--- src/rtl/wb_arbiter2_pkg.sv ---
// Shared encodings for the two-master Wishbone arbiter: FSM state codes
// (chosen to equal the one-hot grant) and Wishbone burst tag codes.
package wb_arbiter2_pkg;

  typedef enum logic [1:0] {
    IDLE = 2'b00,
    GNT0 = 2'b01,
    GNT1 = 2'b10
  } arb_state_t;

  localparam logic [2:0] CTI_CLASSIC = 3'b000;
  localparam logic [2:0] CTI_CONST   = 3'b001;
  localparam logic [2:0] CTI_INCR    = 3'b010;
  localparam logic [2:0] CTI_EOB     = 3'b111;

  localparam logic [1:0] BTE_LINEAR  = 2'b00;
  localparam logic [1:0] BTE_WRAP4   = 2'b01;
  localparam logic [1:0] BTE_WRAP8   = 2'b10;
  localparam logic [1:0] BTE_WRAP16  = 2'b11;

  localparam int CNT_W = 16;

endpackage

--- src/rtl/wb_arbiter2.sv ---
// Round-robin arbiter sharing one Wishbone slave between two masters (LM32 I/D buses).
// Define WB_ARB_TIMEOUT_EN to add a stalled-slave watchdog that errors the granted master.
module wb_arbiter2
  import wb_arbiter2_pkg::*;
#(
  parameter int AW      = 32,
  parameter int DW      = 32,
  parameter int TIMEOUT = 255
) (
  input  logic            clk_i,
  input  logic            rst_i,
  input  logic [AW-1:0]   m0_adr_i,
  input  logic [DW-1:0]   m0_dat_i,
  output logic [DW-1:0]   m0_dat_o,
  input  logic [DW/8-1:0] m0_sel_i,
  input  logic            m0_we_i,
  input  logic            m0_cyc_i,
  input  logic            m0_stb_i,
  input  logic            m0_lock_i,
  input  logic [2:0]      m0_cti_i,
  input  logic [1:0]      m0_bte_i,
  output logic            m0_ack_o,
  output logic            m0_err_o,
  output logic            m0_rty_o,
  input  logic [AW-1:0]   m1_adr_i,
  input  logic [DW-1:0]   m1_dat_i,
  output logic [DW-1:0]   m1_dat_o,
  input  logic [DW/8-1:0] m1_sel_i,
  input  logic            m1_we_i,
  input  logic            m1_cyc_i,
  input  logic            m1_stb_i,
  input  logic            m1_lock_i,
  input  logic [2:0]      m1_cti_i,
  input  logic [1:0]      m1_bte_i,
  output logic            m1_ack_o,
  output logic            m1_err_o,
  output logic            m1_rty_o,
  output logic [AW-1:0]   s_adr_o,
  output logic [DW-1:0]   s_dat_o,
  output logic [DW/8-1:0] s_sel_o,
  output logic            s_we_o,
  output logic            s_cyc_o,
  output logic            s_stb_o,
  output logic [2:0]      s_cti_o,
  output logic [1:0]      s_bte_o,
  input  logic [DW-1:0]   s_dat_i,
  input  logic            s_ack_i,
  input  logic            s_err_i,
  input  logic            s_rty_i,
  output logic [1:0]      gnt_o
);

  arb_state_t r_state;
  arb_state_t w_state_next;
  logic       r_last_m1;
  logic       w_timeout;
  logic       w_unused;

  // Lock needs no handling: a grant is already held for as long as cyc stays high.
  assign w_unused = ^{m0_lock_i, m1_lock_i, 16'(TIMEOUT)};

  assign m0_dat_o = s_dat_i;
  assign m1_dat_o = s_dat_i;
  assign gnt_o    = {r_state == GNT1, r_state == GNT0};

  always_ff @(posedge clk_i) begin
    if (rst_i) begin
      r_state   <= IDLE;
      r_last_m1 <= 1'b1;
    end else begin
      r_state <= w_state_next;
      if (w_state_next != r_state) begin
        if (w_state_next == GNT0) r_last_m1 <= 1'b0;
        if (w_state_next == GNT1) r_last_m1 <= 1'b1;
      end
    end
  end

  always_comb begin
    w_state_next = r_state;
    s_adr_o  = '0;
    s_dat_o  = '0;
    s_sel_o  = '0;
    s_we_o   = 1'b0;
    s_cyc_o  = 1'b0;
    s_stb_o  = 1'b0;
    s_cti_o  = CTI_CLASSIC;
    s_bte_o  = BTE_LINEAR;
    m0_ack_o = 1'b0;
    m0_err_o = 1'b0;
    m0_rty_o = 1'b0;
    m1_ack_o = 1'b0;
    m1_err_o = 1'b0;
    m1_rty_o = 1'b0;
    case (r_state)
      IDLE: begin
        if (m0_cyc_i && m1_cyc_i) w_state_next = r_last_m1 ? GNT0 : GNT1;
        else if (m0_cyc_i)        w_state_next = GNT0;
        else if (m1_cyc_i)        w_state_next = GNT1;
      end
      GNT0: begin
        if (!m0_cyc_i) w_state_next = m1_cyc_i ? GNT1 : IDLE;
        s_adr_o  = m0_adr_i;
        s_dat_o  = m0_dat_i;
        s_sel_o  = m0_sel_i;
        s_we_o   = m0_we_i;
        s_cti_o  = m0_cti_i;
        s_bte_o  = m0_bte_i;
        s_cyc_o  = m0_cyc_i;
        s_stb_o  = m0_cyc_i & m0_stb_i & ~w_timeout;
        m0_ack_o = s_ack_i;
        m0_err_o = s_err_i | w_timeout;
        m0_rty_o = s_rty_i;
      end
      GNT1: begin
        if (!m1_cyc_i) w_state_next = m0_cyc_i ? GNT0 : IDLE;
        s_adr_o  = m1_adr_i;
        s_dat_o  = m1_dat_i;
        s_sel_o  = m1_sel_i;
        s_we_o   = m1_we_i;
        s_cti_o  = m1_cti_i;
        s_bte_o  = m1_bte_i;
        s_cyc_o  = m1_cyc_i;
        s_stb_o  = m1_cyc_i & m1_stb_i & ~w_timeout;
        m1_ack_o = s_ack_i;
        m1_err_o = s_err_i | w_timeout;
        m1_rty_o = s_rty_i;
      end
      default: w_state_next = IDLE;
    endcase
  end

`ifdef WB_ARB_TIMEOUT_EN
  logic [CNT_W-1:0] r_stall_cnt;
  logic             w_req_stb;
  logic             w_term;
  logic             w_stall;

  assign w_req_stb = (r_state == GNT0 && m0_cyc_i && m0_stb_i) ||
                     (r_state == GNT1 && m1_cyc_i && m1_stb_i);
  assign w_term    = s_ack_i | s_err_i | s_rty_i;
  assign w_stall   = w_req_stb & ~w_term;
  // The clock on which the count would reach TIMEOUT is the one that fires.
  assign w_timeout = w_stall && (r_stall_cnt == CNT_W'(TIMEOUT - 1));

  always_ff @(posedge clk_i) begin
    if (rst_i || w_term || w_timeout || (w_state_next != r_state)) begin
      r_stall_cnt <= '0;
    end else if (w_stall) begin
      r_stall_cnt <= r_stall_cnt + CNT_W'(1);
    end
  end
`else
  assign w_timeout = 1'b0;
`endif

endmodule

--- config.mk ---
export PLATFORM = sky130hd
export DESIGN_NAME = wb_arbiter2
export DESIGN_NICKNAME = d
export VERILOG_FILES = /design/src/rtl/wb_arbiter2_pkg.sv /design/src/rtl/wb_arbiter2.sv
export SDC_FILE = /design/constraint.sdc
export NUM_CORES = 1
export LEC_CHECK = 0
export ABC_AREA = 1
export CELL_PAD_IN_SITES_DETAIL_PLACEMENT = 0
export CELL_PAD_IN_SITES_GLOBAL_PLACEMENT = 1
export CORE_UTILIZATION = 10
export CTS_BUF_LIST = sky130_fd_sc_hd__clkbuf_8
export CTS_CLUSTER_DIAMETER = 50
export DETAILED_ROUTE_END_ITERATION = 8
export PLACE_DENSITY = 0.78
export SLEW_MARGIN = 20
export SYNTH_ARGS = -nofsm -noshare
export SYNTH_HDL_FRONTEND = slang
export SYNTH_SLANG_ARGS = --single-unit
--- constraint.sdc ---
create_clock -name clk_i -period 1.9 [get_ports clk_i]
set_clock_uncertainty 0.1 [all_clocks]
set_input_delay 0.57 -clock clk_i [delete_from_list [all_inputs] [get_ports clk_i]]
set_output_delay 0.57 -clock clk_i [all_outputs]
set_load 0.005 [all_outputs]
==> flow_summary.html, run 1 <==
<p>Metrics extracted from the flow reports.</p>
<table>
<tr><th>Metric</th><th>Value</th></tr>
<tr><th colspan="2">Worst setup path</th></tr>
<tr><td>WP data arrival</td><td>around 1700 ps</td></tr>
<tr><td>Critical-path cell list</td><td>buf_6, ha_4, buf_12, buf_12, buf_16, buf_12, buf_6, nand2_2, a21oi_2, buf_2</td></tr>
<tr><td>Slowest-stage cell, CP</td><td>dfxtp_4</td></tr>
<tr><td>Path type of the worst setup path</td><td>register to output pin</td></tr>
<tr><th colspan="2">Logic synthesis</th></tr>
<tr><td>Number of cells in Yosys stat</td><td>between 300 and 400</td></tr>
<tr><td>Mapped Avg Cell Area</td><td>just over 5 sq um</td></tr>
<tr><td>Synthesized chip area reported by yosys</td><td>between 0.0015 and 0.002 sq mm</td></tr>
<tr><td>Area fraction of the dominant cell type after synthesis</td><td>33.01%</td></tr>
<tr><th colspan="2">Power</th></tr>
<tr><td>Group with the largest share of power</td><td>combinational logic</td></tr>
<tr><td>Power attributed to combinational cells</td><td>about 2.8 mW</td></tr>
<tr><td>Part of the power in registers</td><td>3.2%</td></tr>
<tr><th colspan="2">Clocking</th></tr>
<tr><td>Root buffer selected by CTS</td><td>clkbuf_8</td></tr>
<tr><td>Clock transition at path regs</td><td>~30 ps</td></tr>
<tr><td>Post-CTS Hold Buffers</td><td>0</td></tr>
<tr><td>Number of cells upsized or downsized after cts</td><td>507</td></tr>
<tr><th colspan="2">Detailed routing</th></tr>
<tr><td>Average routed wire per standard cell</td><td>approximately 15 um</td></tr>
<tr><td>Initial DRC Count</td><td>79</td></tr>
<tr><td>Wire length on met3</td><td>roughly 800 um</td></tr>
<tr><th colspan="2">Run status</th></tr>
<tr><td>Failing checks</td><td>setup timing</td></tr>
<tr><td>Outcome</td><td>finished with violations</td></tr>
<tr><th colspan="2">Place</th></tr>
<tr><td>Total placed cells including tap cells</td><td>around 830</td></tr>
<tr><td>Port bufs</td><td>approximately 240</td></tr>
<tr><th colspan="2">Timing</th></tr>
<tr><td>Number of setup violations in the final report</td><td>87</td></tr>
<tr><td>Worst path setup slack after routing</td><td>-456.9 ps</td></tr>
<tr><td>Worst hold margin</td><td>about 400 ps</td></tr>
<tr><td>Setup repair after global routing missed its margin</td><td>yes</td></tr>
<tr><td>Final worst path period need</td><td>between 2000 and 2500 ps</td></tr>
<tr><th colspan="2">Floorplan</th></tr>
<tr><td>Die Size</td><td>around 0.020 sq mm</td></tr>
<tr><td>Die y size</td><td>141.0 um</td></tr>
<tr><td>Number of primary I/O pins</td><td>about 340</td></tr>
<tr><th colspan="2">Cells and area</th></tr>
<tr><td>Ratio of cells with drive above 1 in the final layout</td><td>58.78%</td></tr>
<tr><td>Count of inverters not on the clock network in the layout</td><td>18</td></tr>
<tr><td>Number of clock-tree buffers in the layout</td><td>3</td></tr>
<tr><td>Multi-input combinational cell area</td><td>a little under 0.002 sq mm</td></tr>
<tr><td>Final core utilization</td><td>~31%</td></tr>
<tr><td>Final nets</td><td>roughly 840</td></tr>
<tr><th colspan="2">GRT</th></tr>
<tr><td>Fraction of met3 tracks used by global routing</td><td>~2.5%</td></tr>
<tr><th colspan="2">Min path</th></tr>
<tr><td>Type of the worst min-delay path</td><td>register to register</td></tr>
</table>
run 1: cell usage after synthesis:
library cell,instances
inv_2,1
ha_1,6
clkbuf_1,13
a21oi_1,76
nand3_2,3
nand2_2,5
buf_2,9
dfxtp_1,3
nand3_1,9
o21ai_0,1
nand2_1,170
buf_4,65
inv_1,17
nor2_1,2
buf_1,3
run 1: kinds of logic after synthesis:
kind of cell	after synthesis	synth area share, %
buffers and inverters	108	34.17
adders and majority gates	6	3.883
DFF	3	3.107
AOI/OAI and AO/OA	77	19.93
and+or+nand+nor	189	38.90
run 1: registers in the layout, indices dropped and copies added, names as in the netlist:
name	cells
r_state	2
r_last_m1	1
run 1: worst max-delay path: cells and delay by family (launching register included):
| kind | cells | cell delay [ps] |
|---|---|---|
| and+or+nand+nor | 1 | 50 |
| DFF | 1 | 340 |
| AOI/OAI and AO/OA | 1 | 40 |
| adders and majority gates | 1 | 160 |
| buffers and inverters | 7 | 860 |
run 1: path summary, 6_finish.rpt:
check / start / endpoint / slack [ps] / depth (start not counted)
setup / recovery: r_state[1]$_SDFF_PP0_ / s_dat_o[6] / -460 / 10
hold / removal: r_last_m1$_SDFFE_PP1P_ / r_last_m1$_SDFFE_PP1P_ / 400 / 2
setup reg to reg: r_state[1]$_SDFF_PP0_ / r_last_m1$_SDFFE_PP1P_ / -390 / 19
hold reg to reg: r_last_m1$_SDFFE_PP1P_ / r_last_m1$_SDFFE_PP1P_ / 400 / 2
run 1: per-stage QoR:
step,setup slack [ps],total power [mW]
final,-456.9,3.074
after global routing,-506.4,3.285
after CTS,-409.5,2.815
after detailed placement,-666.4,1.670
after global placement,-677.8,1.675
after floorplan,-14.87,0.8362
Figure 1. Local utilization (run 1).
14 x 14 tiles, from white (low) to dark blue (high), 0 to 100% covered.
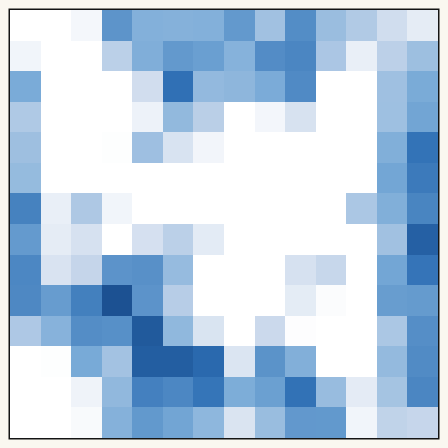
fullest tile = 87%
emptiest ninth of the die = centre
tiles over 75% full = 3.1%
mean over tiles = 28%
nearly empty tiles = 35%

Figure 2. Cells coloured by class (run 1).
Scale bar: 50 um. Fill, decap, tap and diode cells in grey.
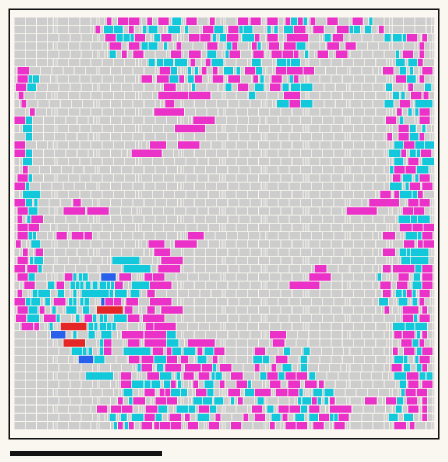
remaining buffers and delay cells -> magenta  # cells 341, share of their area 61%
remaining logic cells -> cyan  # cells 290, share of their area 37%
clock drivers and dummy loads -> blue  # cells 4, share of their area 0.81%
registers -> red  # cells 3, share of their area 1.2%

Figure 3. Sizing map (run 1).
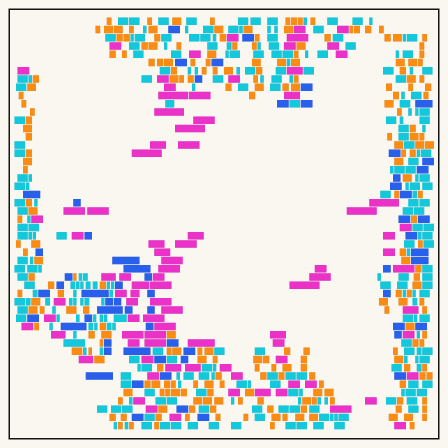
x2 -> orange  # cells 226
x6 and larger -> magenta  # cells 88
x3 and x4 -> blue  # cells 61
x1 and smaller -> cyan  # cells 263

==> inputs of run 2 (changes only) <==
--- a/config.mk
+++ b/config.mk
@@ -13,7 +13,7 @@
 export CTS_CLUSTER_DIAMETER = 50
 export DETAILED_ROUTE_END_ITERATION = 8
 export PLACE_DENSITY = 0.78
-export SLEW_MARGIN = 20
+export SLEW_MARGIN = 10
 export SYNTH_ARGS = -nofsm -noshare
 export SYNTH_HDL_FRONTEND = slang
 export SYNTH_SLANG_ARGS = --single-unit
Figure 4. Sizing map (run 2).
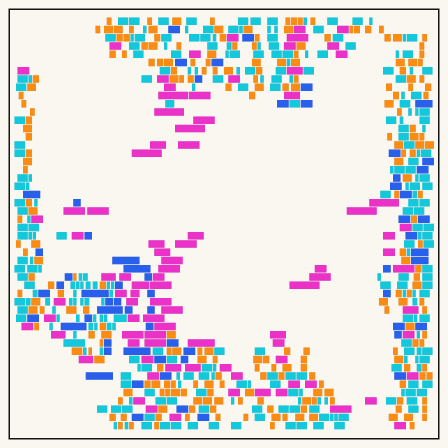
x2 -> orange  # cells 226
x6 and larger -> magenta  # cells 88
x1 and smaller -> cyan  # cells 263
x3 and x4 -> blue  # cells 61

Figure 5. Cell placement (run 2).
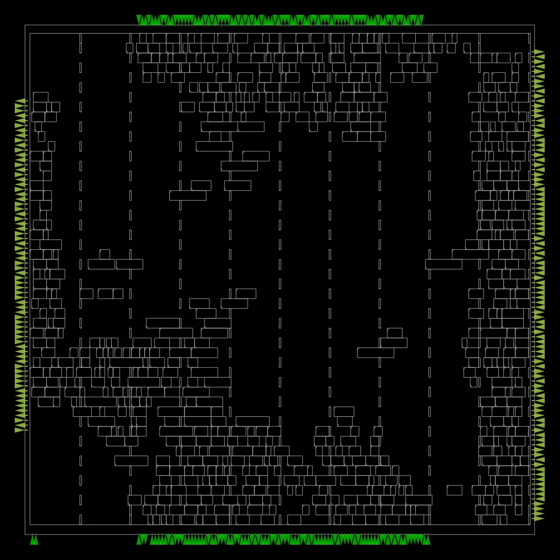
total number of sequential cells: 3
share of cell area taken by flip-flops and latches: 1.150%
number of standard cells in the layout, taps in and fillers out: 898
number of tap cells inserted: 260

Figure 6. Pin map (run 2).
Scale bar: 50 um. Pins as bars across the die edge, other pins in grey.
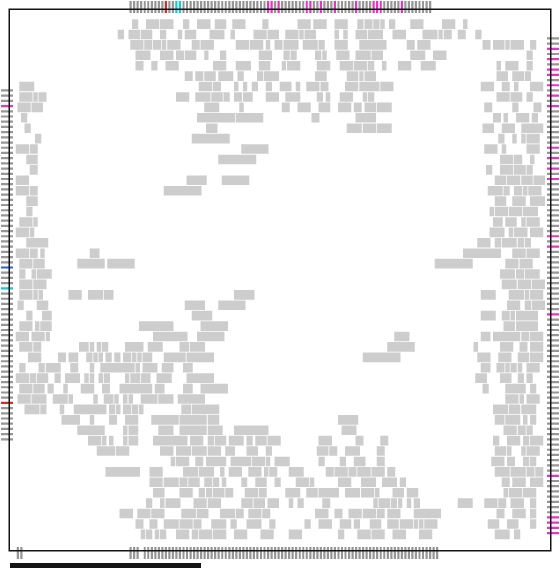
`m0_cti_i` -> cyan  # pins 3, direction input, edge 2 top, 1 left
`s_rty_i` -> blue  # pins 1, direction input, edge left
`s_dat_o` -> magenta  # pins 32, direction output, edge 19 right, 12 top, 1 left
`s_bte_o` -> red  # pins 2, direction output, edge 1 top, 1 left

==> flow_summary.html, run 2 <==
<p>Metrics extracted from the flow reports.</p>
<table>
<tr><th>Metric</th><th>Value</th></tr>
<tr><th colspan="2">Run status</th></tr>
<tr><td>Outcome</td><td>finished with violations</td></tr>
<tr><td>Failing checks</td><td>setup timing</td></tr>
<tr><th colspan="2">Logic synthesis</th></tr>
<tr><td>Nets in the synthesized netlist</td><td>580</td></tr>
<tr><td>And+or+nand+nor area frac</td><td>38.90% (unchanged)</td></tr>
<tr><td>Synthesized chip area reported by yosys</td><td>0.001933 sq mm (unchanged)</td></tr>
<tr><td>Mapped Avg Cell Area</td><td>5.047 sq um (unchanged)</td></tr>
<tr><td>Fa+ha+maj area frac</td><td>3.883% (unchanged)</td></tr>
<tr><td>Asr flop ratio synth</td><td>0% (unchanged)</td></tr>
<tr><td>Xor+xnor area frac</td><td>0% (unchanged)</td></tr>
<tr><td>Mux frac, synth</td><td>0% (unchanged)</td></tr>
<tr><td>Area fraction of the dominant cell type after synthesis</td><td>33.01% (unchanged)</td></tr>
<tr><td>Count leader, synth</td><td>nand2_1</td></tr>
<tr><td>Dominant kind of combinational cell</td><td>simple AND/OR/NAND/NOR gates</td></tr>
<tr><td>Cell type with the largest total area</td><td>nand2_1</td></tr>
<tr><td>Number of enable-type register cells in the synthesized netlist</td><td>0 (unchanged)</td></tr>
<tr><td>Most common flop cell mapped by yosys</td><td>dfxtp_1</td></tr>
<tr><td>Most frequent cells after synthesis</td><td>nand2_1 (170), a21oi_1 (76), buf_4 (65), inv_1 (17), clkbuf_1 (13)</td></tr>
<tr><td>Number of cells in Yosys stat</td><td>383 (unchanged)</td></tr>
<tr><td>Cell area after synthesis</td><td>slightly below 0.002 sq mm</td></tr>
<tr><td>Ao+oa area frac</td><td>19.94% (unchanged)</td></tr>
<tr><th colspan="2">Floorplan</th></tr>
<tr><td>Die Size</td><td>0.01989 sq mm (unchanged)</td></tr>
<tr><td>Width of the die</td><td>141.0 um</td></tr>
<tr><td>Number of primary I/O pins</td><td>339 (unchanged)</td></tr>
<tr><td>Die y size</td><td>141.0 um (unchanged)</td></tr>
<tr><th colspan="2">Place</th></tr>
<tr><td>Port bufs</td><td>240 (unchanged)</td></tr>
<tr><td>Placement-stage worst setup slack</td><td>-666.4 ps (unchanged)</td></tr>
<tr><td>Total placed cells including tap cells</td><td>833 (unchanged)</td></tr>
<tr><td>GPL Wtd Cong</td><td>a little over 0.7</td></tr>
<tr><th colspan="2">Clocking</th></tr>
<tr><td>Post-CTS Hold Buffers</td><td>0 (unchanged)</td></tr>
<tr><td>Clock network latency to the later pin of the worst-skew pair</td><td>roughly 220 ps</td></tr>
<tr><td>Number of buffers created by CTS</td><td>3</td></tr>
<tr><td>Root buffer selected by CTS</td><td>clkbuf_8</td></tr>
<tr><td>Clock transition at path regs</td><td>30 ps (about the same)</td></tr>
<tr><td>Number of H-tree levels</td><td>1</td></tr>
<tr><th colspan="2">Worst setup path</th></tr>
<tr><td>Crit Path Max Fanout</td><td>4</td></tr>
<tr><td>Setup crit start kind</td><td>register</td></tr>
<tr><td>Data required, critical path</td><td>about 1200 ps</td></tr>
<tr><td>Path type of the worst setup path</td><td>register to output pin</td></tr>
<tr><td>Kind of cell adding the most delay to the critical path</td><td>buffers and inverters</td></tr>
<tr><td>WP data arrival</td><td>1690 ps (about the same)</td></tr>
<tr><td>Buffers and inverters on the worst path</td><td>7 (unchanged)</td></tr>
<tr><td>Critical-path cell list</td><td>buf_6, ha_4, buf_12, buf_12, buf_16, buf_12, buf_6, nand2_2, a21oi_2, buf_2</td></tr>
<tr><td>Critical path endpoint category</td><td>output pin</td></tr>
<tr><td>Slowest-stage cell, CP</td><td>dfxtp_4</td></tr>
<tr><th colspan="2">Detailed routing</th></tr>
<tr><td>Initial DRC Count</td><td>79 (unchanged)</td></tr>
<tr><td>Average routed wire per standard cell</td><td>14.54 um (unchanged)</td></tr>
<tr><td>Number of iterations in the first detailed-routing pass</td><td>4</td></tr>
<tr><td>Routed wire length</td><td>about 13000 um</td></tr>
<tr><th colspan="2">Power</th></tr>
<tr><td>Power density normalized to cell area</td><td>between 500 and 600 mW/mm^2</td></tr>
<tr><td>Power attributed to combinational cells</td><td>2.79 mW (about the same)</td></tr>
<tr><td>Net switching share of the total power</td><td>42.21%</td></tr>
<tr><td>IR Drop Worst-Case VDD</td><td>316.2 uV</td></tr>
<tr><td>Group with the largest share of power</td><td>combinational logic</td></tr>
<tr><td>Part of the power in registers</td><td>3.2% (about the same)</td></tr>
<tr><td>Sum of internal, switching and leakage power</td><td>3.074 mW (unchanged)</td></tr>
<tr><td>Sequential-cell power consumption</td><td>a little under 0.1 mW</td></tr>
<tr><th colspan="2">Cells and area</th></tr>
<tr><td>Final antenna diode count</td><td>0</td></tr>
<tr><td>Register with the most flip-flops</td><td>r_state</td></tr>
<tr><td>Ratio of cells with drive above 1 in the final layout</td><td>58.78% (unchanged)</td></tr>
<tr><td>Final nets</td><td>836 (unchanged)</td></tr>
<tr><td>Fillcell total</td><td>between 2000 and 2500</td></tr>
<tr><td>Synth-to-Final Area Change</td><td>204.0%</td></tr>
<tr><td>Top Registers</td><td>r_state x2, r_last_m1 x1</td></tr>
<tr><td>Most frequent standard cell in the layout excluding fill and tap cells</td><td>clkdlybuf4s50_1</td></tr>
<tr><td>Flip-flop count of the largest register after layout</td><td>2 (unchanged)</td></tr>
<tr><td>Most frequent cells in the layout</td><td>clkdlybuf4s50_1 (155), buf_2 (81), nand2_1 (76)</td></tr>
<tr><td>Final core utilization</td><td>31.21% (unchanged)</td></tr>
<tr><th colspan="2">Timing</th></tr>
<tr><td>Final worst path period need</td><td>2357 ps (unchanged)</td></tr>
<tr><td>Count of final hold-check violations</td><td>0</td></tr>
<tr><td>Post-layout period usage of the worst path</td><td>124.0%</td></tr>
<tr><td>Setup repair after global routing missed its margin</td><td>yes</td></tr>
<tr><td>Worst hold margin</td><td>396.1 ps (unchanged)</td></tr>
<tr><td>Worst path setup slack after routing</td><td>-456.9 ps (unchanged)</td></tr>
<tr><td>Number of setup violations in the final report</td><td>87 (unchanged)</td></tr>
<tr><th colspan="2">Min path</th></tr>
<tr><td>Type of the worst min-delay path</td><td>register to register</td></tr>
<tr><th colspan="2">GRT</th></tr>
<tr><td>Overall routing resource usage</td><td>between 10% and 20%</td></tr>
<tr><td>Maximum number of pins on one net before global-route repair</td><td>21</td></tr>
</table>
-- run 2: cell counts in the layout (fill, tap and decap cells not counted) --
No cell type changed its count.
-- run 2: path summary, 6_finish.rpt --
path                                             start                      to  slack (ps)  cells after the start
worst max-delay path             r_state[1]$_SDFF_PP0_              s_dat_o[6]        -460                     10
worst min-delay path            r_last_m1$_SDFFE_PP1P_  r_last_m1$_SDFFE_PP1P_         400                      2
worst min register to register  r_last_m1$_SDFFE_PP1P_  r_last_m1$_SDFFE_PP1P_         400                      2
worst max register to register   r_state[1]$_SDFF_PP0_  r_last_m1$_SDFFE_PP1P_        -390                     19
-- run 2: what timing repair did --
action                                  CTS  global route
endpoints found under the setup margin   85            86
gates cloned                             11             1
setup buffers                            47            13
gates resized                           507           128
pin swaps                                51            48
hold endpoints to repair                  0             0
-- run 2: logic make-up after synthesis --
kind of cell	count (synthesis)
AND/OR/NAND/NOR	189
buffers and inverters	108
AND-OR/OR-AND	77
adder cells (fa/ha/maj)	6
flip-flops	3
-- run 2: final cells by class --
type                    instances  area, sq um  share of cell area, %
clock buffers                   3        41.29                 0.7026
clock inverters                 1        3.754                0.06387
inverters                      18        92.59                  1.575
multi-input cells             272         1948                  33.15
flip-flops and latches          3        67.56                  1.150
well taps                     260        325.3                  5.535
repair buffers                341         3398                  57.82
-- run 2: metal layers --
layer / vias up / part of all wire [%] / track usage (%)
li1: 1658 / - / -
met1: 1515 / 41 / 14.14
met2: 148 / 52 / 22.13
met3: 31 / 6.1 / 2.548
met4: 0 / 1.8 / 3.146
met5: - / 0 / 0
-- run 2: worst min-delay path: cells and delay by family, from the launching register on --
kind	cells	cell delay [ps]
flops	1	310
simple gates	2	130
==> inputs of run 3 (changes only) <==
--- a/config.mk
+++ b/config.mk
@@ -13,7 +13,7 @@
 export CTS_CLUSTER_DIAMETER = 50
 export DETAILED_ROUTE_END_ITERATION = 8
 export PLACE_DENSITY = 0.78
-export SLEW_MARGIN = 10
 export SYNTH_ARGS = -nofsm -noshare
 export SYNTH_HDL_FRONTEND = slang
 export SYNTH_SLANG_ARGS = --single-unit
+export TNS_END_PERCENT = 100
Figure 7. Pin map (run 3).
Scale bar: 50 um. Pins as bars across the die edge, other pins in grey.
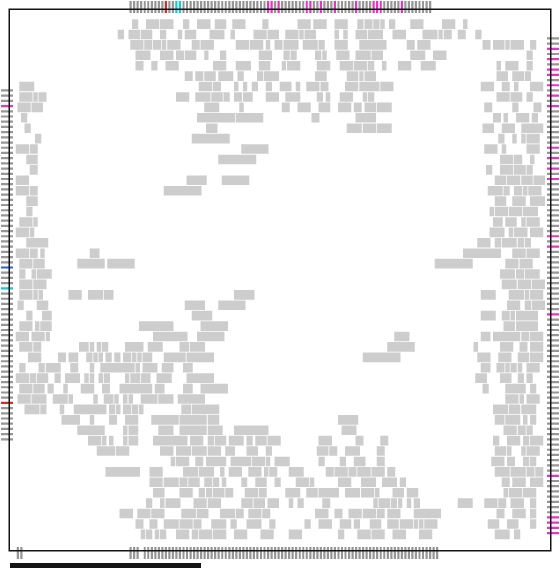
`s_dat_o` -> magenta  # pins 32, direction output, edge 19 right, 12 top, 1 left
`m0_cti_i` -> cyan  # pins 3, direction input, edge 2 top, 1 left
`s_rty_i` -> blue  # pins 1, direction input, edge left
`s_bte_o` -> red  # pins 2, direction output, edge 1 top, 1 left
all pins by edge = 96 right, 89 bottom, 86 top, 68 left

Figure 8. Sizing map (run 3).
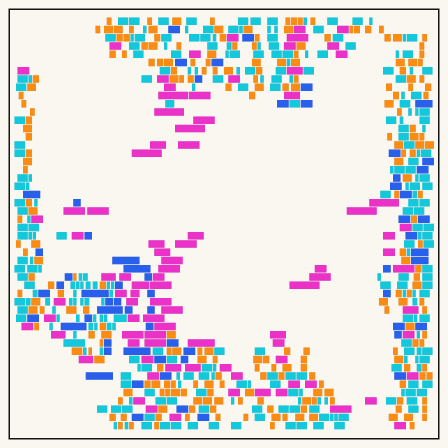
buffer count excluding the clock tree in the final layout: 341
Synth-to-Final Area Change: 204.0%

Figure 9. Cell placement (run 3).
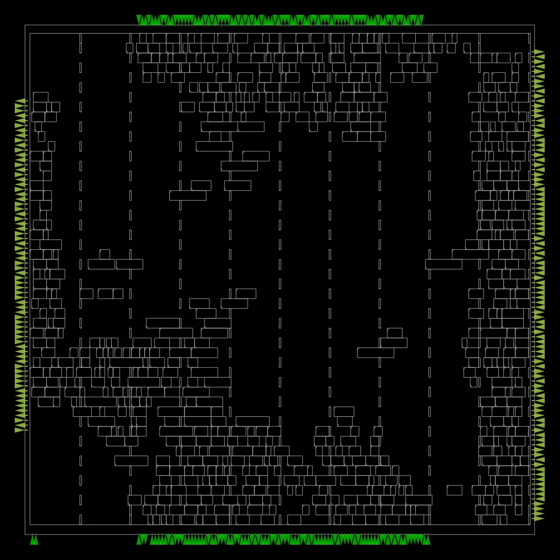
final core utilization: 31.21%
core outline area: 0.01883 sq mm

==> flow_summary.html, run 3 <==
<p>Metrics extracted from the flow reports.</p>
<table>
<tr><th>Metric</th><th>Value</th></tr>
<tr><th colspan="2">Run status</th></tr>
<tr><td>Outcome</td><td>finished with violations</td></tr>
<tr><td>Failing checks</td><td>setup timing</td></tr>
<tr><th colspan="2">Min path</th></tr>
<tr><td>Type of the worst min-delay path</td><td>register to register</td></tr>
<tr><td>Number of cells traversed by the worst hold path</td><td>2 (unchanged)</td></tr>
<tr><td>Launch instance of the worst min-delay path</td><td>r_last_m1$_SDFFE_PP1P_</td></tr>
<tr><td>Capture endpoint of the worst hold path</td><td>r_last_m1$_SDFFE_PP1P_</td></tr>
<tr><th colspan="2">Place</th></tr>
<tr><td>Placement-stage worst setup slack</td><td>-666.4 ps (unchanged)</td></tr>
<tr><td>Post-detailed-placement half-perimeter wirelength</td><td>between 7000 and 8000 um</td></tr>
<tr><td>GPL Wtd Cong</td><td>0.7101 (unchanged)</td></tr>
<tr><td>Port bufs</td><td>240 (unchanged)</td></tr>
<tr><th colspan="2">Worst setup path</th></tr>
<tr><td>Setup crit start kind</td><td>register</td></tr>
<tr><td>Worst Reg-to-Reg Cells</td><td>19 (unchanged)</td></tr>
<tr><td>End of the critical path</td><td>s_dat_o[6]</td></tr>
<tr><td>Critical-path cell list</td><td>buf_6, ha_4, buf_12, buf_12, buf_16, buf_12, buf_6, nand2_2, a21oi_2, buf_2</td></tr>
<tr><td>CP max stage delay</td><td>roughly 340 ps</td></tr>
<tr><td>Slowest-stage cell, CP</td><td>dfxtp_4</td></tr>
<tr><td>First element of the critical path</td><td>r_state[1]$_SDFF_PP0_</td></tr>
<tr><td>Critical path endpoint category</td><td>output pin</td></tr>
<tr><td>WP data arrival</td><td>1690 ps (about the same)</td></tr>
<tr><td>Critical path depth</td><td>10 (unchanged)</td></tr>
<tr><td>Kind of cell adding the most delay to the critical path</td><td>buffers and inverters</td></tr>
<tr><td>Crit Path Max Fanout</td><td>4 (unchanged)</td></tr>
<tr><td>Setup slack, reg-to-reg</td><td>-390 ps (about the same)</td></tr>
<tr><td>Data required, critical path</td><td>1230 ps (about the same)</td></tr>
<tr><td>Reg2Reg Capture Point</td><td>r_last_m1$_SDFFE_PP1P_</td></tr>
<tr><td>Buffers and inverters on the worst path</td><td>7 (unchanged)</td></tr>
<tr><td>Path type of the worst setup path</td><td>register to output pin</td></tr>
<tr><td>Worst reg2reg startpoint</td><td>r_state[1]$_SDFF_PP0_</td></tr>
<tr><th colspan="2">Cells and area</th></tr>
<tr><td>Top Registers</td><td>r_state x2, r_last_m1 x1</td></tr>
<tr><td>Final nets</td><td>836 (unchanged)</td></tr>
<tr><td>Flip-flop count of the largest register after layout</td><td>2 (unchanged)</td></tr>
<tr><td>Ratio of cells with drive above 1 in the final layout</td><td>58.78% (unchanged)</td></tr>
<tr><td>Register with the most flip-flops</td><td>r_state</td></tr>
<tr><td>Multi-input combinational cell area</td><td>0.001948 sq mm (unchanged)</td></tr>
<tr><td>Area occupied by registers</td><td>67.56 sq um (unchanged)</td></tr>
<tr><td>Most frequent standard cell in the layout excluding fill and tap cells</td><td>clkdlybuf4s50_1</td></tr>
<tr><td>Fillcell total</td><td>2037 (unchanged)</td></tr>
<tr><td>Final antenna diode count</td><td>0 (unchanged)</td></tr>
<tr><td>Most frequent cells in the layout</td><td>clkdlybuf4s50_1 (155), buf_2 (81), nand2_1 (76)</td></tr>
<tr><th colspan="2">Clocking</th></tr>
<tr><td>Number of H-tree levels</td><td>1 (unchanged)</td></tr>
<tr><td>CTS tree</td><td>done</td></tr>
<tr><td>CTS Sinks</td><td>3</td></tr>
<tr><td>Max Buffers Root-to-Sink</td><td>2</td></tr>
<tr><td>Clock transition at path regs</td><td>30 ps (about the same)</td></tr>
<tr><td>Clock network latency to the later pin of the worst-skew pair</td><td>220 ps (about the same)</td></tr>
<tr><td>Number of buffers created by CTS</td><td>3 (unchanged)</td></tr>
<tr><td>Root buffer selected by CTS</td><td>clkbuf_8</td></tr>
<tr><th colspan="2">Power</th></tr>
<tr><td>Power density normalized to cell area</td><td>523.1 mW/mm^2 (unchanged)</td></tr>
<tr><td>IR Drop Worst-Case VDD</td><td>316.2 uV (unchanged)</td></tr>
<tr><th colspan="2">Timing</th></tr>
<tr><td>Top achievable clock speed</td><td>around 420 MHz</td></tr>
<tr><td>Final worst path period need</td><td>2357 ps (unchanged)</td></tr>
<tr><td>Worst-case headroom to the max-slew limit</td><td>87.26%</td></tr>
<tr><td>Post-layout period usage of the worst path</td><td>124.0% (unchanged)</td></tr>
<tr><td>Number of setup violations in the final report</td><td>87 (unchanged)</td></tr>
<tr><td>Count of final hold-check violations</td><td>0 (unchanged)</td></tr>
<tr><td>Worst path setup slack after routing</td><td>-456.9 ps (unchanged)</td></tr>
<tr><td>Pins Over Slew Limit</td><td>0</td></tr>
<tr><td>Setup repair after global routing missed its margin</td><td>yes</td></tr>
<tr><th colspan="2">GRT</th></tr>
<tr><td>Maximum number of pins on one net before global-route repair</td><td>21 (unchanged)</td></tr>
<tr><td>Initial antenna violation count</td><td>0</td></tr>
<tr><td>First-pass GRT wire length</td><td>about 18000 um</td></tr>
<tr><td>Overall routing resource usage</td><td>12.07% (unchanged)</td></tr>
<tr><th colspan="2">Logic synthesis</th></tr>
<tr><td>#FFs+latches synth</td><td>3</td></tr>
<tr><td>Number of cells in Yosys stat</td><td>383 (unchanged)</td></tr>
<tr><td>Synthesized chip area reported by yosys</td><td>0.001933 sq mm (unchanged)</td></tr>
<tr><td>Mapped Avg Cell Area</td><td>5.047 sq um (unchanged)</td></tr>
<tr><td>Count leader, synth</td><td>nand2_1</td></tr>
<tr><td>Top post-synthesis cells by area</td><td>nand2_1 (33%), buf_4 (25%), a21oi_1 (20%)</td></tr>
<tr><td>Most common flop cell mapped by yosys</td><td>dfxtp_1</td></tr>
<tr><td>Asr flop ratio synth</td><td>0% (unchanged)</td></tr>
<tr><td>Cell area after synthesis</td><td>0.001933 sq mm (unchanged)</td></tr>
<tr><td>Most frequent cells after synthesis</td><td>nand2_1 (170), a21oi_1 (76), buf_4 (65), inv_1 (17), clkbuf_1 (13)</td></tr>
<tr><td>Number of enable-type register cells in the synthesized netlist</td><td>0 (unchanged)</td></tr>
<tr><td>Number of warnings reported in the yosys synthesis log</td><td>0</td></tr>
<tr><td>Area fraction of the dominant cell type after synthesis</td><td>33.01% (unchanged)</td></tr>
<tr><td>Cell type with the largest total area</td><td>nand2_1</td></tr>
<tr><td>Number of distinct library cells after synthesis</td><td>15</td></tr>
<tr><td>Nets in the synthesized netlist</td><td>580 (unchanged)</td></tr>
<tr><th colspan="2">Floorplan</th></tr>
<tr><td>Die Size</td><td>0.01989 sq mm (unchanged)</td></tr>
<tr><td>Die y size</td><td>141.0 um (unchanged)</td></tr>
<tr><td>Number of primary I/O pins</td><td>339 (unchanged)</td></tr>
<tr><td>Width of the die</td><td>141.0 um (unchanged)</td></tr>
<tr><td>Initial Util</td><td>between 10% and 20%</td></tr>
<tr><th colspan="2">Detailed routing</th></tr>
<tr><td>Number of iterations in the first detailed-routing pass</td><td>4 (unchanged)</td></tr>
<tr><td>Average routed wire per standard cell</td><td>14.54 um (unchanged)</td></tr>
<tr><td>Routed wire length</td><td>13060 um (unchanged)</td></tr>
<tr><td>Number of routed nets with antenna violations</td><td>0</td></tr>
<tr><td>Initial DRC Count</td><td>79 (unchanged)</td></tr>
<tr><th colspan="2">Flow run</th></tr>
<tr><td>Max capacitance violation total</td><td>0</td></tr>
</table>
[run 3: cell counts in the layout (fill, tap and decap cells not counted)]
Identical to the previous run, type by type.
[run 3: timing repair]
action	in CTS	in global routing
setup endpoints to repair	85	86
hold buffers	0	0
gates resized	507	128
pin swaps	51	48
buffers inserted	47	13
gates cloned	11	1
[run 3: power by group]
part | switching, mW | leakage [nW] | internal, mW | total, mW
logic | 1.24 | 2.49 | 1.56 | 2.79
registers | 0.0170 | 0.0261 | 0.0808 | 0.0977
clock network | 0.0450 | 0.0269 | 0.138 | 0.183
total | 1.30 | 2.54 | 1.78 | 3.07
[run 3: cells by family after synthesis]
group | Yosys count | share of synthesized area (%)
simple gates | 189 | 38.90
buf+inv | 108 | 34.17
fa+ha+maj | 6 | 3.883
compound gates | 77 | 19.93
flops | 3 | 3.107
[run 3: stage by stage]
step / TNS, ps / hold slack [ps] / power (mW) / cells / utilization, %
finish: -29140 / 396.1 / 3.074 / 898 / 31.21
detailed placement: -42510 / 403.8 / 1.670 / 833 / 23.64
floorplan: -490.5 / 354.7 / 0.8362 / 383 / -
CTS: -25690 / 407.6 / 2.815 / 891 / 28.70
global route: -34320 / 430.0 / 3.285 / 898 / 31.21
global placement: -42400 / 399.4 / 1.675 / 833 / 23.64
[run 3: area by class of cell]
type                            instances  area share [%]
Clock inverter                          1         0.06387
Multi-Input combinational cell        272           33.15
Tap cell                              260           5.535
Inverter                               18           1.575
Clock buffer                            3          0.7026
Sequential cell                         3           1.150
Timing Repair Buffer                  341           57.82
[run 3: per-layer routing]
layer / global-route usage [%] / share of wire (%) / up-vias
met5: 0 / 0 / -
met3: 2.548 / 6.1 / 31
li1: - / - / 1658
met1: 14.14 / 41 / 1515
met2: 22.13 / 52 / 148
met4: 3.146 / 1.8 / 0
Power is estimated from default activity; no workload was simulated.
